<file path="src/rtl/btn_scan_pkg.sv">
// Shared types and constants for the time-multiplexed button scanner.
package btn_scan_pkg;

    typedef enum logic {
        EVT_RELEASE = 1'b0,
        EVT_PRESS   = 1'b1
    } evt_kind_e;

    localparam int unsigned SYNC_STAGES = 2;

endpackage

</file>
<file path="src/rtl/button_scan_arbiter_if.sv">
// Event channel (valid/ready plus coalesce-drop strobe) from the scanner to its consumer.
interface button_scan_arbiter_if #(
    parameter int unsigned ID_W = 2
) ();
    import btn_scan_pkg::*;

    logic            valid;
    logic [ID_W-1:0] id;
    evt_kind_e       kind;
    logic            ready;
    logic            drop;

    modport master (output valid, id, kind, drop, input ready);
    modport slave  (input valid, id, kind, drop, output ready);

endinterface

</file>
<file path="src/rtl/button_scan_arbiter_rr_arbiter.sv">
// Round-robin arbiter: search starts one above the last advanced grant.
module rr_arbiter #(
    parameter  int unsigned N     = 4,
    localparam int unsigned IDX_W = $clog2(N)
) (
    input  logic             clk,
    input  logic             rst,
    input  logic [N-1:0]     req,
    input  logic             advance,
    output logic [IDX_W-1:0] grant_c,
    output logic             grant_valid_c
);

    logic [IDX_W-1:0] last_q;
    logic [IDX_W-1:0] idx;

    // First requester found walking upward from last_q+1, wrapping at N.
    always_comb begin
        grant_c       = '0;
        grant_valid_c = 1'b0;
        idx           = '0;
        for (int unsigned i = 1; i <= N; i++) begin
            idx = IDX_W'((32'(last_q) + i) % N);
            if (!grant_valid_c && req[idx]) begin
                grant_c       = idx;
                grant_valid_c = 1'b1;
            end
        end
    end

    always_ff @(posedge clk or posedge rst) begin
        if (rst) begin
            last_q <= '0;
        end else if (advance && grant_valid_c) begin
            last_q <= grant_c;
        end
    end

endmodule

</file>
<file path="src/rtl/button_scan_arbiter.sv">
// Shared-slot button debouncer with round-robin event presentation.
// Optional: define BTN_SCAN_RELEASE_EVT_EN to also queue release events.
module button_scan_arbiter
    import btn_scan_pkg::*;
#(
    parameter int unsigned NUM_BTN        = 4,
    parameter int unsigned SCAN_DIV       = 1000,
    parameter int unsigned STABLE_SAMPLES = 4
) (
    input  logic                  i_clk,
    input  logic                  i_rst,
    input  logic [NUM_BTN-1:0]    i_btn,
    output logic [NUM_BTN-1:0]    o_debounced,
    output logic [NUM_BTN-1:0]    o_pulse,
    button_scan_arbiter_if.master evt
);

    localparam int unsigned ID_W  = $clog2(NUM_BTN);
    localparam int unsigned DIV_W = $clog2(SCAN_DIV);
    localparam int unsigned CNT_W = $clog2(STABLE_SAMPLES + 1);
`ifdef BTN_SCAN_RELEASE_EVT_EN
    localparam int unsigned REQ_N = 2 * NUM_BTN;
`else
    localparam int unsigned REQ_N = NUM_BTN;
`endif
    localparam int unsigned REQ_W = $clog2(REQ_N);

    logic [SYNC_STAGES-1:0][NUM_BTN-1:0] sync_q;
    logic [NUM_BTN-1:0]                  btn_s;
    logic [DIV_W-1:0]                    div_q;
    logic                                tick_c;
    logic [ID_W-1:0]                     slot_q;
    logic [NUM_BTN-1:0][CNT_W-1:0]       cnt_q;
    logic [NUM_BTN-1:0][CNT_W-1:0]       cnt_d;
    logic [NUM_BTN-1:0]                  flip_c;
    logic [NUM_BTN-1:0]                  rise_c;
    logic [NUM_BTN-1:0]                  press_pend_q;
    logic [NUM_BTN-1:0]                  press_clr_c;
    logic [REQ_N-1:0]                    req_c;
    logic [REQ_N-1:0]                    arb_req_c;
    logic [REQ_N-1:0]                    cur_onehot_c;
    logic [REQ_N-1:0]                    clr_req_c;
    logic [REQ_W-1:0]                    cur_q;
    logic [REQ_W-1:0]                    grant_c;
    logic                                grant_valid_c;
    logic                                xfer_c;
    logic                                drop_c;

    assign btn_s  = sync_q[SYNC_STAGES-1];
    assign tick_c = (div_q == DIV_W'(SCAN_DIV - 1));

    // Service the button in the current slot; at most one flip per clock.
    always_comb begin
        cnt_d  = cnt_q;
        flip_c = '0;
        if (tick_c) begin
            if (btn_s[slot_q] == o_debounced[slot_q]) begin
                cnt_d[slot_q] = '0;
            end else if (cnt_q[slot_q] < CNT_W'(STABLE_SAMPLES - 1)) begin
                cnt_d[slot_q] = cnt_q[slot_q] + CNT_W'(1);
            end else begin
                cnt_d[slot_q]  = '0;
                flip_c[slot_q] = 1'b1;
            end
        end
    end

    assign rise_c = flip_c & ~o_debounced;

    always_ff @(posedge i_clk or posedge i_rst) begin
        if (i_rst) begin
            sync_q      <= '0;
            div_q       <= '0;
            slot_q      <= '0;
            cnt_q       <= '0;
            o_debounced <= '0;
            o_pulse     <= '0;
        end else begin
            sync_q      <= {sync_q[SYNC_STAGES-2:0], i_btn};
            div_q       <= tick_c ? '0 : div_q + DIV_W'(1);
            if (tick_c) begin
                slot_q <= (slot_q == ID_W'(NUM_BTN - 1)) ? '0 : slot_q + ID_W'(1);
            end
            cnt_q       <= cnt_d;
            o_debounced <= o_debounced ^ flip_c;
            o_pulse     <= rise_c;
        end
    end

    // While an event is presented the arbiter sees only that request, so the
    // pointer lands on exactly the id that was accepted.
    assign xfer_c       = evt.valid && evt.ready;
    assign cur_onehot_c = REQ_N'(1) << cur_q;
    assign clr_req_c    = xfer_c ? cur_onehot_c : '0;
    assign arb_req_c    = evt.valid ? cur_onehot_c : req_c;

`ifdef BTN_SCAN_RELEASE_EVT_EN
    logic [NUM_BTN-1:0] fall_c;
    logic [NUM_BTN-1:0] rel_pend_q;
    logic [NUM_BTN-1:0] rel_clr_c;

    assign fall_c = flip_c & o_debounced;

    // Press and release of one button sit side by side, press first.
    for (genvar k = 0; k < NUM_BTN; k++) begin : g_req
        assign req_c[2*k]     = press_pend_q[k];
        assign req_c[2*k+1]   = rel_pend_q[k];
        assign press_clr_c[k] = clr_req_c[2*k];
        assign rel_clr_c[k]   = clr_req_c[2*k+1];
    end

    assign drop_c = (|(rise_c & press_pend_q & ~press_clr_c))
                 || (|(fall_c & rel_pend_q & ~rel_clr_c));

    always_ff @(posedge i_clk or posedge i_rst) begin
        if (i_rst) begin
            rel_pend_q <= '0;
        end else begin
            rel_pend_q <= (rel_pend_q & ~rel_clr_c) | fall_c;
        end
    end
`else
    assign req_c       = press_pend_q;
    assign press_clr_c = clr_req_c;
    assign drop_c      = |(rise_c & press_pend_q & ~press_clr_c);
    assign evt.kind    = EVT_PRESS;
`endif

    // Set wins over a same-cycle clear, keeping the bit pending without a drop.
    always_ff @(posedge i_clk or posedge i_rst) begin
        if (i_rst) begin
            press_pend_q <= '0;
        end else begin
            press_pend_q <= (press_pend_q & ~press_clr_c) | rise_c;
        end
    end

    rr_arbiter #(
        .N (REQ_N)
    ) u_arb (
        .clk           (i_clk),
        .rst           (i_rst),
        .req           (arb_req_c),
        .advance       (xfer_c),
        .grant_c       (grant_c),
        .grant_valid_c (grant_valid_c)
    );

    // Presentation register: one idle cycle after every transfer.
    always_ff @(posedge i_clk or posedge i_rst) begin
        if (i_rst) begin
            evt.valid <= 1'b0;
            evt.id    <= '0;
            evt.drop  <= 1'b0;
            cur_q     <= '0;
`ifdef BTN_SCAN_RELEASE_EVT_EN
            evt.kind  <= EVT_RELEASE;
`endif
        end else begin
            evt.drop <= drop_c;
            if (xfer_c) begin
                evt.valid <= 1'b0;
            end else if (!evt.valid && grant_valid_c) begin
                evt.valid <= 1'b1;
                cur_q     <= grant_c;
`ifdef BTN_SCAN_RELEASE_EVT_EN
                evt.id    <= grant_c[REQ_W-1:1];
                evt.kind  <= grant_c[0] ? EVT_RELEASE : EVT_PRESS;
`else
                evt.id    <= grant_c;
`endif
            end
        end
    end

endmodule
</file>
<file path="src/flat_wrapper.sv">
// flat-port wrapper written by rule: the top's interface ports become plain ports
module button_scan_arbiter_flat import btn_scan_pkg::*;
#(
    parameter int unsigned NUM_BTN        = 4,
    parameter int unsigned SCAN_DIV       = 1000,
    parameter int unsigned STABLE_SAMPLES = 4
)
  (i_clk, i_rst, i_btn, o_debounced, o_pulse, evt_valid, evt_id, evt_kind, evt_drop, evt_ready);
  button_scan_arbiter_if evt_i ();
  input  logic i_clk;
  input  logic i_rst;
  input  logic [NUM_BTN-1:0] i_btn;
  output logic [NUM_BTN-1:0] o_debounced;
  output logic [NUM_BTN-1:0] o_pulse;
  output wire logic [$bits(evt_i.valid)-1:0] evt_valid;
  output wire logic [$bits(evt_i.id)-1:0] evt_id;
  output wire logic [$bits(evt_i.kind)-1:0] evt_kind;
  output wire logic [$bits(evt_i.drop)-1:0] evt_drop;
  input wire logic [$bits(evt_i.ready)-1:0] evt_ready;
  assign evt_valid = evt_i.valid;
  assign evt_id = evt_i.id;
  assign evt_kind = evt_i.kind;
  assign evt_drop = evt_i.drop;
  assign evt_i.ready = evt_ready;
  button_scan_arbiter #(.NUM_BTN(NUM_BTN), .SCAN_DIV(SCAN_DIV), .STABLE_SAMPLES(STABLE_SAMPLES)) u_core (.i_clk(i_clk), .i_rst(i_rst), .i_btn(i_btn), .o_debounced(o_debounced), .o_pulse(o_pulse), .evt(evt_i));
endmodule
</file>
<file path="config.mk">
export PLATFORM = sky130hd
export DESIGN_NAME = button_scan_arbiter_flat
export DESIGN_NICKNAME = d
export VERILOG_FILES = /design/src/rtl/btn_scan_pkg.sv /design/src/rtl/button_scan_arbiter_if.sv /design/src/rtl/button_scan_arbiter_rr_arbiter.sv /design/src/rtl/button_scan_arbiter.sv /design/src/flat_wrapper.sv
export SDC_FILE = /design/constraint.sdc
export NUM_CORES = 1
export LEC_CHECK = 0
export CORE_MARGIN = 2
export CORE_UTILIZATION = 45
export DETAILED_ROUTE_END_ITERATION = 16
export GPL_TIMING_DRIVEN = 0
export SKIP_LAST_GASP = 1
export SLEW_MARGIN = 20
export SYNTH_ARGS = -nofsm -noshare
export SYNTH_HDL_FRONTEND = slang
export SYNTH_SLANG_ARGS = --single-unit
</file>
<file path="constraint.sdc">
create_clock -name i_clk -period 2.92 [get_ports i_clk]
set_clock_uncertainty 0.05 [all_clocks]
set_input_delay 0.584 -clock i_clk [delete_from_list [all_inputs] [get_ports i_clk]]
set_output_delay 0.584 -clock i_clk [all_outputs]
set_load 0.02 [all_outputs]
</file>
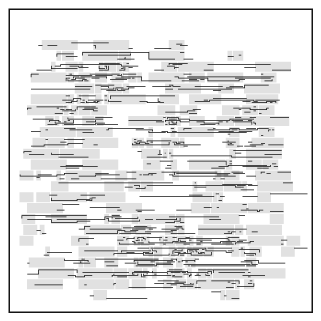
Fig. 1. Met1 routing.
(4 px per um)
212 nets have wire on it. The longest straight run is 28.5 um. The wires run mostly horizontal. The layer holds 49% of the routed length.

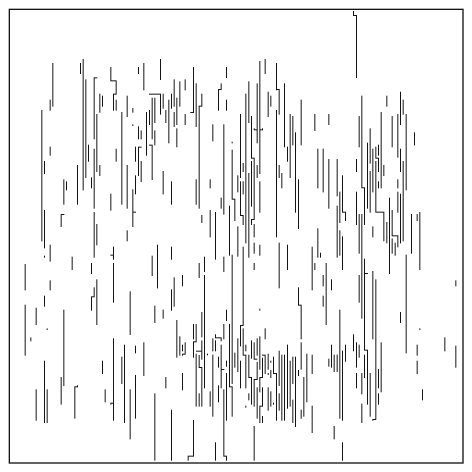
Fig. 2. Metal 2.
(6 px per um)
The layer carries 1790 um of wire. The longest straight run is 24.8 um. The layer holds 45% of the routed length. 200 nets have wire on it. The wires run mostly vertical.
met2 usage: 23.8%
Routed WL: 3.99 mm
via count: 1530

==> run summary <==
PortBufs = 18
CLK BUF = 7
worst hold margin = 0.305 ns
Peak Freq = 404 MHz
tool warnings = 29
Pre-Place Util = 47.6%
Reg clk slew, reported paths = 0.10 ns
non-clock inverter count = 12
area share, top type = 54.6%
tap cells = 67
Cell Type Count = 40
H-tree Lvls = 2
main flop type after synthesis = dfrtp_1
Critical Path Fanout Max = 7
Buf+Inv Stages, Crit Path = 0
Layout non-clock buf frac = 8.47%
Seq. cell area = 1250 um2
Setup WS post-layout = 0.443 ns
Top Ports = 20
dpl cell area = 2580 um2
FF-to-FF setup slack = 0.44 ns
initial antenna violation count = 0
Die ar. = 5680 um2
max_slew headroom = 57.5%
setup_tns = 0 ns
CP top delay family = AND-OR/OR-AND gates
Hold Startpoint = u_core.sync_q[0]
Total Power = 1.14 mW
Seq share, synth = 54.6%
Stages on worst setup path = 6
peak supply drop = 0.289 mV
CP Launch Point = u_core.slot_q[0]
final hold viol count = 0
syn_area_per_cell = 11.8 um2
biggest area consumer among synthesized cells = dfrtp_1
Basic Gates by Area = 13.6%
flop count = 50
Die Ht = 75.4 um
cts bufs inserted = 5
number of enable flip-flop cells = 0
post-route minimum period = 2.48 ns
CTS sink cnt = 50
post-route cell area = 2680 um2
dominant kind of cell = flip-flops and latches
critical path's slowest cell = mux4_2
busiest grt layer = met1
Post-Syn Instances = 194
drt pass-1 iters = 4
aoi share = 9.72%
final setup fails = 0
switching power of the nets = 0.233 mW
Power Density = 425 nW/um2
reg2reg end = u_core.evt.drop
Setup Buffers After CTS = 0
# Cells Yosys = 194
ant diodes = 0
CP peak stage delay = 0.61 ns
Non-clock buffers = 23
most instantiated cells after synthesis = 50 x dfrtp_1, 15 x nand2_1, 13 x nor2_1, 12 x inv_1, 11 x mux2_2
Final Non-Filler Cells = 288
xor/xnor share = 3.82%
most used logic cell in the final layout = dfrtp_1
layout cell share with drive strength beyond 1 = 13.1%
Longest Clk Path Bufs = 2
largest net degree at the start of global routing = 31
Vias/cell = 5.31
antenna viol nets, final = 0
Worst Setup End Kind = register
max layer used = met4
met3 Track Usage GR = 3.97%
asr flop ratio synth = 100%
first-pass GRT wire length = 6.81 mm
top flop regs = u_core.cnt_q: 12 flops, u_core.div_q: 10 flops
fillers = 436
Syn-to-layout area delta = 16.7%
die boundary width = 75.4 um
multi-input gates = 128
PostCTS Resize Cnt = 0
CP Data Arrival Time = 2.59 ns
CTS tree = yes
Slew @ Worst Pin = 0.636 ns
hold_buf cts = 0
Comb area = 977 um2
RSZ-0062 raised after global routing = false
Logic pwr share = 3.0%
Row Count = 25
min-delay worst type = register to register
Clock-cell share = 3.41%
max reg flops = 12
syn nets = 211
hpwl dp = 2.98 mm
flop share of the area = 46.8%
DR WL/cell = 13.9 um
M1 wire length = 1.97 mm
outcome = finished, final reports clean
count leader, synth = dfrtp_1
yosys synthesis chip area = 2290 um2
fin crit share = 84.8%
Power and IR drop assume default switching activity.
